## src/rtl/drp_responder_pkg.sv

```systemverilog
// Shared types and width defaults for the DRP responder and its companion DRP bridge.
package drp_responder_pkg;

   localparam int DRP_ADDR_WIDTH_DEF = 9;
   localparam int DRP_DATA_WIDTH_DEF = 16;
   localparam int LAT_CNT_W          = 4;
   localparam int TXN_CNT_W          = 16;

   typedef enum logic {
      ST_IDLE = 1'b0,
      ST_BUSY = 1'b1
   } drp_state_t;

endpackage

```

## src/rtl/drp_responder_if.sv

```systemverilog
// DRP request/response bundle; the master drives strobes, the slave answers with rdy/do.
interface drp_responder_if #(
   parameter int ADDR_W = drp_responder_pkg::DRP_ADDR_WIDTH_DEF,
   parameter int DATA_W = drp_responder_pkg::DRP_DATA_WIDTH_DEF
);
   logic              drp_en;
   logic              drp_we;
   logic [ADDR_W-1:0] drp_addr;
   logic [DATA_W-1:0] drp_di;
   logic [DATA_W-1:0] drp_do;
   logic              drp_rdy;

   modport master (
      output drp_en, drp_we, drp_addr, drp_di,
      input  drp_do, drp_rdy
   );

   modport slave (
      input  drp_en, drp_we, drp_addr, drp_di,
      output drp_do, drp_rdy
   );
endinterface

```

## src/rtl/drp_responder_reg_bank.sv

```systemverilog
// RW register storage plus RW/RO/out-of-range read mux; all effects land on the commit edge.
module drp_responder_reg_bank #(
   parameter int ADDR_W   = 9,
   parameter int W        = 16,
   parameter int NUM_REGS = 32,
   parameter int RO_BASE  = 24,
   parameter logic [W-1:0] RESET_VALUE = '0
) (
   input  logic                          AXI_aclk,
   input  logic                          AXI_sreset,
   input  logic                          commit,
   input  logic                          we,
   input  logic [ADDR_W-1:0]             addr,
   input  logic [W-1:0]                  di,
   input  logic [(NUM_REGS-RO_BASE)*W-1:0] status_in,
   output logic [RO_BASE*W-1:0]          regs_out,
   output logic [W-1:0]                  rd_data,
   output logic                          err_addr
);

   localparam int NUM_RO = NUM_REGS - RO_BASE;
   localparam logic [ADDR_W:0] NUM_REGS_A = (ADDR_W+1)'(NUM_REGS);

   logic          in_range;
   logic [W-1:0]  rd_value;
   logic [W-1:0]  rd_data_reg;
   logic          err_addr_reg;

   // Full-width compare so upper address bits never alias onto implemented registers.
   assign in_range = ({1'b0, addr} < NUM_REGS_A);

   generate
      for (genvar gi = 0; gi < RO_BASE; gi++) begin : g_rw
         logic [W-1:0] q_reg;
         always_ff @(posedge AXI_aclk or posedge AXI_sreset) begin
            if (AXI_sreset) begin
               q_reg <= RESET_VALUE;
            end else if (commit && we && (addr == ADDR_W'(gi))) begin
               q_reg <= di;
            end
         end
         assign regs_out[gi*W +: W] = q_reg;
      end
   endgenerate

   always_comb begin
      rd_value = '0;
      for (int i = 0; i < RO_BASE; i++) begin
         if (addr == ADDR_W'(i)) rd_value = regs_out[i*W +: W];
      end
      for (int j = 0; j < NUM_RO; j++) begin
         if (addr == ADDR_W'(RO_BASE + j)) rd_value = status_in[j*W +: W];
      end
   end

   // Read data exists only in the completion cycle; otherwise the bus idles at zero.
   always_ff @(posedge AXI_aclk or posedge AXI_sreset) begin
      if (AXI_sreset) begin
         rd_data_reg  <= '0;
         err_addr_reg <= 1'b0;
      end else begin
         rd_data_reg  <= (commit && !we) ? rd_value : '0;
         err_addr_reg <= commit && !in_range;
      end
   end

   assign rd_data  = rd_data_reg;
   assign err_addr = err_addr_reg;

endmodule

```

## src/rtl/drp_responder.sv

```systemverilog
// DRP slave: accepts one request at a time and completes it with a single drp_rdy pulse
// exactly RDY_LATENCY cycles after drp_en.
module drp_responder
   import drp_responder_pkg::*;
#(
   parameter int DRP_ADDR_WIDTH = DRP_ADDR_WIDTH_DEF,
   parameter int DRP_DATA_WIDTH = DRP_DATA_WIDTH_DEF,
   parameter int NUM_REGS       = 32,
   parameter int RO_BASE        = 24,
   parameter int RDY_LATENCY    = 3,
   parameter logic [DRP_DATA_WIDTH-1:0] RESET_VALUE = '0
) (
   input  logic                                       AXI_aclk,
   input  logic                                       AXI_sreset,
   drp_responder_if.slave                             drp,
   output logic [RO_BASE*DRP_DATA_WIDTH-1:0]          regs_out,
   input  logic [(NUM_REGS-RO_BASE)*DRP_DATA_WIDTH-1:0] status_in,
   output logic                                       err_addr,
   output logic                                       err_overlap,
   output logic [TXN_CNT_W-1:0]                       txn_count
);

   drp_state_t                state_reg, state_next;
   logic [LAT_CNT_W-1:0]      lat_cnt_reg, lat_cnt_next;
   logic [DRP_ADDR_WIDTH-1:0] addr_reg;
   logic                      we_reg;
   logic [DRP_DATA_WIDTH-1:0] di_reg;
   logic                      rdy_reg;
   logic                      overlap_reg;
   logic [TXN_CNT_W-1:0]      txn_count_reg;

   logic                      accept;
   logic                      complete;
   logic [DRP_ADDR_WIDTH-1:0] cur_addr;
   logic                      cur_we;
   logic [DRP_DATA_WIDTH-1:0] cur_di;

   assign accept = (state_reg == ST_IDLE) && drp.drp_en;

   // lat_cnt holds the BUSY cycles still to run before the completion edge; drp_rdy is
   // registered, so completion is decided one cycle ahead of the pulse.
   always_comb begin
      state_next   = state_reg;
      lat_cnt_next = lat_cnt_reg;
      complete     = 1'b0;
      unique case (state_reg)
         ST_IDLE: begin
            if (drp.drp_en) begin
               if (RDY_LATENCY == 1) begin
                  complete = 1'b1;
               end else begin
                  state_next   = ST_BUSY;
                  lat_cnt_next = LAT_CNT_W'(RDY_LATENCY - 2);
               end
            end
         end
         ST_BUSY: begin
            if (lat_cnt_reg == '0) begin
               complete   = 1'b1;
               state_next = ST_IDLE;
            end else begin
               lat_cnt_next = lat_cnt_reg - LAT_CNT_W'(1);
            end
         end
         default: state_next = ST_IDLE;
      endcase
   end

   // A single-cycle request completes before it could be latched, so use the live bus then.
   assign cur_addr = (state_reg == ST_IDLE) ? drp.drp_addr : addr_reg;
   assign cur_we   = (state_reg == ST_IDLE) ? drp.drp_we   : we_reg;
   assign cur_di   = (state_reg == ST_IDLE) ? drp.drp_di   : di_reg;

   always_ff @(posedge AXI_aclk or posedge AXI_sreset) begin
      if (AXI_sreset) begin
         state_reg     <= ST_IDLE;
         lat_cnt_reg   <= '0;
         addr_reg      <= '0;
         we_reg        <= 1'b0;
         di_reg        <= '0;
         rdy_reg       <= 1'b0;
         overlap_reg   <= 1'b0;
         txn_count_reg <= '0;
      end else begin
         state_reg   <= state_next;
         lat_cnt_reg <= lat_cnt_next;
         if (accept) begin
            addr_reg <= drp.drp_addr;
            we_reg   <= drp.drp_we;
            di_reg   <= drp.drp_di;
         end
         rdy_reg     <= complete;
         overlap_reg <= (state_reg == ST_BUSY) && drp.drp_en;
         if (complete) txn_count_reg <= txn_count_reg + TXN_CNT_W'(1);
      end
   end

   drp_responder_reg_bank #(
      .ADDR_W      (DRP_ADDR_WIDTH),
      .W           (DRP_DATA_WIDTH),
      .NUM_REGS    (NUM_REGS),
      .RO_BASE     (RO_BASE),
      .RESET_VALUE (RESET_VALUE)
   ) u_reg_bank (
      .AXI_aclk   (AXI_aclk),
      .AXI_sreset (AXI_sreset),
      .commit     (complete),
      .we         (cur_we),
      .addr       (cur_addr),
      .di         (cur_di),
      .status_in  (status_in),
      .regs_out   (regs_out),
      .rd_data    (drp.drp_do),
      .err_addr   (err_addr)
   );

   assign drp.drp_rdy = rdy_reg;
   assign err_overlap = overlap_reg;
   assign txn_count   = txn_count_reg;

endmodule

```

## src/flat_wrapper.sv

```systemverilog
// flat-port wrapper written by rule: the top's interface ports become plain ports
module drp_responder_flat import drp_responder_pkg::*;
#(
   parameter int DRP_ADDR_WIDTH = DRP_ADDR_WIDTH_DEF,
   parameter int DRP_DATA_WIDTH = DRP_DATA_WIDTH_DEF,
   parameter int NUM_REGS       = 32,
   parameter int RO_BASE        = 24,
   parameter int RDY_LATENCY    = 3,
   parameter logic [DRP_DATA_WIDTH-1:0] RESET_VALUE = '0
)
  (AXI_aclk, AXI_sreset, regs_out, status_in, err_addr, err_overlap, txn_count, drp_drp_en, drp_drp_we, drp_drp_addr, drp_drp_di, drp_drp_do, drp_drp_rdy);
  drp_responder_if #(.ADDR_W((9)), .DATA_W((16))) drp_i ();
  input  logic AXI_aclk;
  input  logic AXI_sreset;
  output logic [RO_BASE*DRP_DATA_WIDTH-1:0] regs_out;
  input  logic [(NUM_REGS-RO_BASE)*DRP_DATA_WIDTH-1:0] status_in;
  output logic err_addr;
  output logic err_overlap;
  output logic [TXN_CNT_W-1:0] txn_count;
  input wire logic [$bits(drp_i.drp_en)-1:0] drp_drp_en;
  input wire logic [$bits(drp_i.drp_we)-1:0] drp_drp_we;
  input wire logic [$bits(drp_i.drp_addr)-1:0] drp_drp_addr;
  input wire logic [$bits(drp_i.drp_di)-1:0] drp_drp_di;
  output wire logic [$bits(drp_i.drp_do)-1:0] drp_drp_do;
  output wire logic [$bits(drp_i.drp_rdy)-1:0] drp_drp_rdy;
  assign drp_i.drp_en = drp_drp_en;
  assign drp_i.drp_we = drp_drp_we;
  assign drp_i.drp_addr = drp_drp_addr;
  assign drp_i.drp_di = drp_drp_di;
  assign drp_drp_do = drp_i.drp_do;
  assign drp_drp_rdy = drp_i.drp_rdy;
  drp_responder #(.DRP_ADDR_WIDTH(DRP_ADDR_WIDTH), .DRP_DATA_WIDTH(DRP_DATA_WIDTH), .NUM_REGS(NUM_REGS), .RO_BASE(RO_BASE), .RDY_LATENCY(RDY_LATENCY), .RESET_VALUE(RESET_VALUE)) u_core (.AXI_aclk(AXI_aclk), .AXI_sreset(AXI_sreset), .drp(drp_i), .regs_out(regs_out), .status_in(status_in), .err_addr(err_addr), .err_overlap(err_overlap), .txn_count(txn_count));
endmodule
```

## config.mk

```make
export PLATFORM = sky130hd
export DESIGN_NAME = drp_responder_flat
export DESIGN_NICKNAME = d
export VERILOG_FILES = /design/src/rtl/drp_responder_pkg.sv /design/src/rtl/drp_responder_if.sv /design/src/rtl/drp_responder_reg_bank.sv /design/src/rtl/drp_responder.sv /design/src/flat_wrapper.sv
export SDC_FILE = /design/constraint.sdc
export NUM_CORES = 1
export LEC_CHECK = 0
export CORE_UTILIZATION = 35
export DETAILED_ROUTE_END_ITERATION = 12
export SLEW_MARGIN = 20
export SYNTH_ARGS = -nofsm -noshare
export SYNTH_HDL_FRONTEND = slang
export SYNTH_SLANG_ARGS = --single-unit
```

## constraint.sdc

```tcl
create_clock -name AXI_aclk -period 17.9 [get_ports AXI_aclk]
set_input_delay 5.37 -clock AXI_aclk [delete_from_list [all_inputs] [get_ports AXI_aclk]]
set_output_delay 5.37 -clock AXI_aclk [all_outputs]
set_load 0.03 [all_outputs]
```

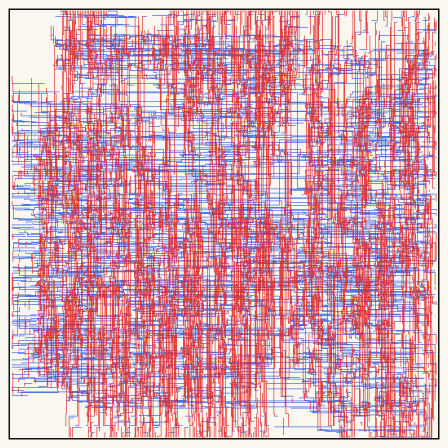
run_1/layers.png
Two of the layers only.
Red marks M2, wire length 50.9 mm. Blue marks M1, wire length 41.5 mm.
WL final: 110000 um
total number of vias: 20500

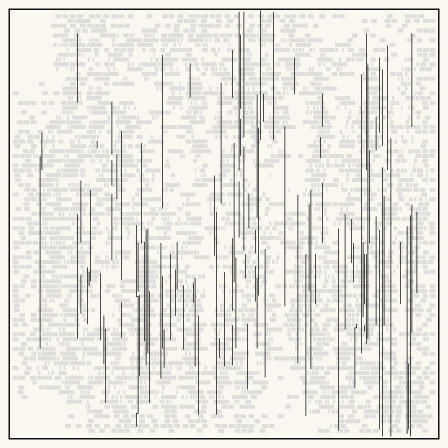
run_1/m4.png
Cells faint in the background.
84 nets have wire on it. The wires run mostly vertical.

==> impl_metrics.json, run 1 <==
{
  "grtUsageMet3": 0.105,
  "max_cap_viol_count": 0,
  "drive_above_1_share": 0.0857,
  "pg_seq_uw": 1200,
  "top_area_cell": "dfrtp_1",
  "reg2reg_depth": 13,
  "clockPowerShare": 0.335,
  "pg_clk_uw": 1070,
  "ys_top_logic_family": "AND-OR/OR-AND gates",
  "yosysSeqAreaShare": 0.561,
  "syn2layout_area_growth_pct": 42.4,
  "cts_tree": "done",
  "final.min_clock_period_ps": 8810,
  "antenna_found_initial": 9,
  "p_leak_uw": 0.0121,
  "cpPeakStageDelay_ps": 900,
  "dp.cells": 3384,
  "whs_path_depth": 1,
  "grt_pass1_vias": 19800,
  "comb_area_share": 0.290,
  "grt_pass1_wl_um": 150000,
  "crit_slowest_cell": "a2111oi_0",
  "largest_reg_flops": 384,
  "pwr_density_cell_nw_per_um2": 111,
  "grt_util_met1": 0.460,
  "rows": 87,
  "r2r-end": "u_core.u_reg_bank.rd_data[7]",
  "seq-cell-share": 0.394,
  "lay_top_count": "clkdlybuf4s50_1",
  "comb_power_share": 0.287,
  "multiInputCombCellCount": 1520,
  "fin_tns_setup_ps": 0,
  "track_usage": 0.370,
  "path_buffers": 2,
  "most_common_cell": "dfrtp_1",
  "fillers": 5173,
  "worstPathRequired_ps": 18380,
  "compound_area_frac": 0.221,
  "arrival_ps": 9290,
  "fp-utilization": 0.355,
  "critPathKind": "input pin to flop",
  "fin_util": 0.506,
  "wl_met1_um": 41500,
  "fp.coreArea_um2": 56500,
  "outcome": "complete, no violations",
  "cts_resized": 0,
  "final_area_um2": 28600,
  "p_switching_uw": 1200,
  "drtIter0Drc": 2277,
  "nNonClkBuffers": 648,
  "grt_overflow": 0,
  "gp_congestion": 0.997,
  "tightest_slew_ps": 1150,
  "drtAntennaViolNets": 0,
  "seq_area_um2": 11300,
  "muxShareOfSynthArea": 0.0106,
  "hold_viol_final": 0,
  "clock_tree.root_cell": "clkbuf_16",
  "vias_per_cell": 5.87,
  "clock.latency.late_pin_ps": 630,
  "critPathCapture": "u_core.u_reg_bank.rd_data[7]",
  "fin_cells": 3485,
  "hpwl_um": 80500,
  "common_cells": "dfrtp_1, nand2_1, nor2_1",
  "flop_cell": "dfrtp_1",
  "slew_headroom": 0.231,
  "skew_ps": 41.0,
  "nClkBuffers": 71,
  "xor_share": 0.00698,
  "netlist_instances": 2148,
  "clock_area_frac": 0.0593,
  "crit_cells": 11,
  "numCtsBuffers": 50,
  "worstSetupStartpoint": "drp_drp_addr[5]",
  "wl_met2_um": 50900,
  "tool_warnings": 26,
  "p_total_uw": 3180,
  "drt-pass1-iter-count": 7,
  "crit_fanout": 17,
  "hold_ws_ps": 469,
  "clockBufferDepth": 3,
  "grt_setup_unrepaired": "no",
  "end_kind": "flop",
  "internal_power_uw": 1970,
  "ff_count": 450,
  "nNetsFinal": 2839,
  "cts_hold_buffers": 0,
  "yosysUniqueCellTypes": 67,
  "startpoint_type": "input pin",
  "adder_share": 0.00125,
  "die_area_um2": 58300,
  "num_io_pins": 576,
  "synth-edff-count": 0,
  "grt_max_degree": 83,
  "placedInstanceArea_um2": 26800
}
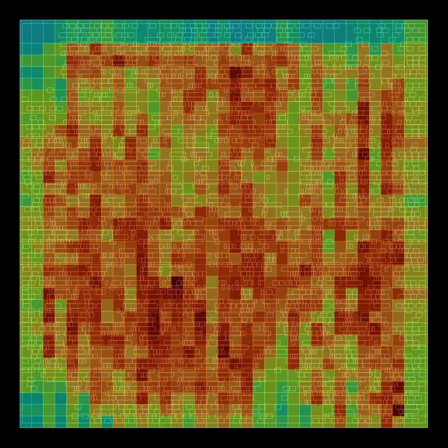
run_1/congestion_map.png
GRT busiest layer: met2
DR WL/cell: 31.5 um

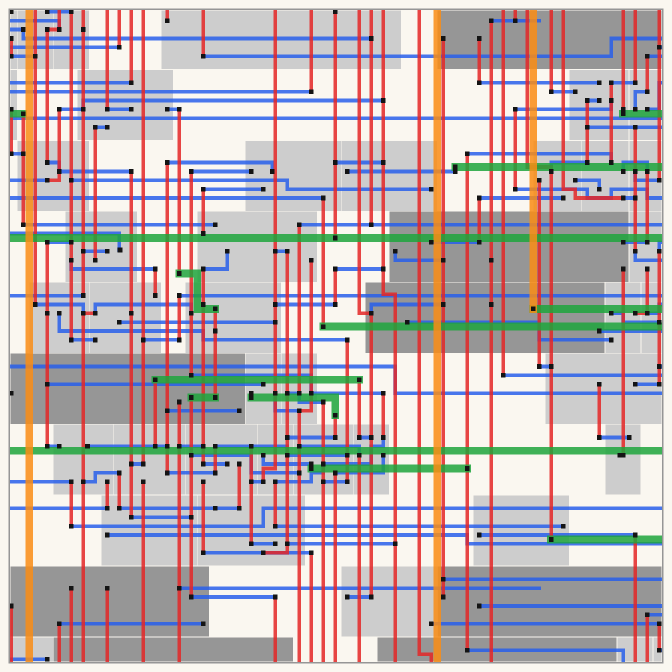
run_1/closeup.png
Region (169, 48) to (194, 73) um. Cells in grey, sequential cells in the stronger grey; small squares are vias.
Orange marks M4. Red marks M2. Green marks M3. Blue marks M1.
Most frequent: nand2_1 (6), dfrtp_1 (6), clkdlybuf4s50_1 (4). Netlist names of flops here include u_core.lat_cnt_reg (3). Sequential cells in the window: 6. 40 logic cells have their middle in the window.

==> run 2: changes to the inputs <==
clock period = 7.3 ns   (was 17.9 ns; I/O delays follow)
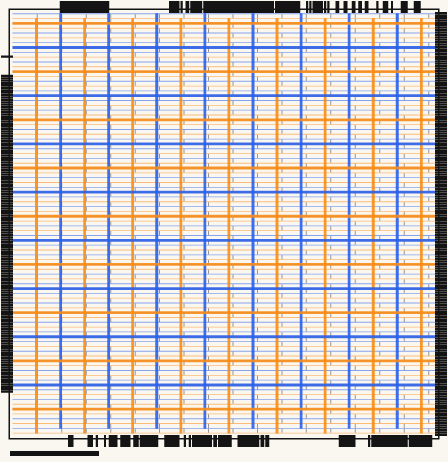
run_2/floorplan.png
The bar under the picture is 50 um long. Pins as bars on the die edge. Tap cells in grey.
Orange marks VSS. Blue marks VDD.
The core has 87 rows. 88 met1 rails follow the rows.

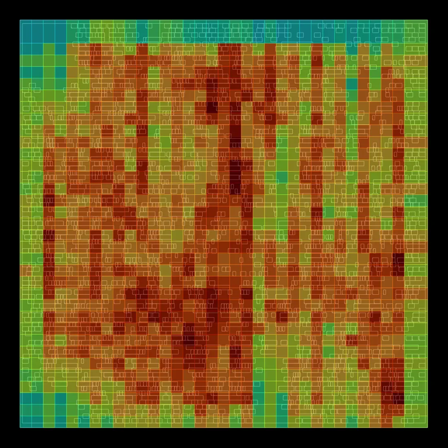
run_2/congestion_map.png
met2 usage in global routing: 0.590
met1 Use GR: 0.468

==> impl_metrics.json, run 2 <==
{
  "slew_headroom": 0.184,
  "critPathCapture": "u_core.u_reg_bank.rd_data[5]",
  "pg_clk_uw": 2710,
  "seq-cell-share": 0.392,
  "crit_slowest_cell": "nor4_1",
  "reg2reg_depth": 12,
  "adder_share": 0.00125,
  "placedInstanceArea_um2": 26900,
  "startpoint_type": "input pin",
  "compound_area_frac": 0.221,
  "final.min_clock_period_ps": 5850,
  "busiest_layer": "met2",
  "crit_fanout": 15,
  "fp-utilization": 0.355,
  "yosysSeqAreaShare": 0.561,
  "gp_congestion": 0.990,
  "numCtsBuffers": 49,
  "path_buffers": 2,
  "hold_viol_final": 0,
  "common_cells": "dfrtp_1, nand2_1, nor2_1",
  "flop_cell": "dfrtp_1",
  "critPathKind": "input pin to flop",
  "track_usage": 0.373,
  "yosysUniqueCellTypes": 67,
  "grt_pass1_vias": 20300,
  "cts_tree": "done",
  "worstPathRequired_ps": 7760,
  "syn2layout_area_growth_pct": 43.0,
  "num_io_pins": 576,
  "p_leak_uw": 0.0122,
  "outcome": "complete, no violations",
  "crit_cells": 12,
  "fin_util": 0.508,
  "netlist_instances": 2148,
  "ys_top_logic_family": "AND-OR/OR-AND gates",
  "wl_met1_um": 41700,
  "drtAntennaViolNets": 0,
  "internal_power_uw": 4930,
  "clockBufferDepth": 3,
  "max_cap_viol_count": 0,
  "skew_ps": 28.3,
  "nClkBuffers": 64,
  "pg_seq_uw": 2930,
  "r2r-end": "u_core.u_reg_bank.rd_data[13]",
  "final_area_um2": 28700,
  "fin_tns_setup_ps": 0,
  "xor_share": 0.00698,
  "fillers": 5125,
  "lay_top_count": "clkdlybuf4s50_1",
  "num_vias": 20600,
  "muxShareOfSynthArea": 0.0106,
  "grtUsageMet3": 0.0921,
  "drive_above_1_share": 0.0873,
  "whs_path_depth": 1,
  "wirelength_um": 110000,
  "cts_hold_buffers": 0,
  "drt-pass1-iter-count": 6,
  "nNetsFinal": 2846,
  "seq_area_um2": 11300,
  "ff_count": 450,
  "wl_per_cell_um": 31.4,
  "antenna_found_initial": 12,
  "top_area_cell": "dfrtp_1",
  "worstSetupStartpoint": "drp_drp_addr[7]",
  "comb_power_share": 0.287,
  "largest_reg_flops": 384,
  "p_total_uw": 7910,
  "tool_warnings": 39,
  "multiInputCombCellCount": 1520,
  "clock_area_frac": 0.0602
}
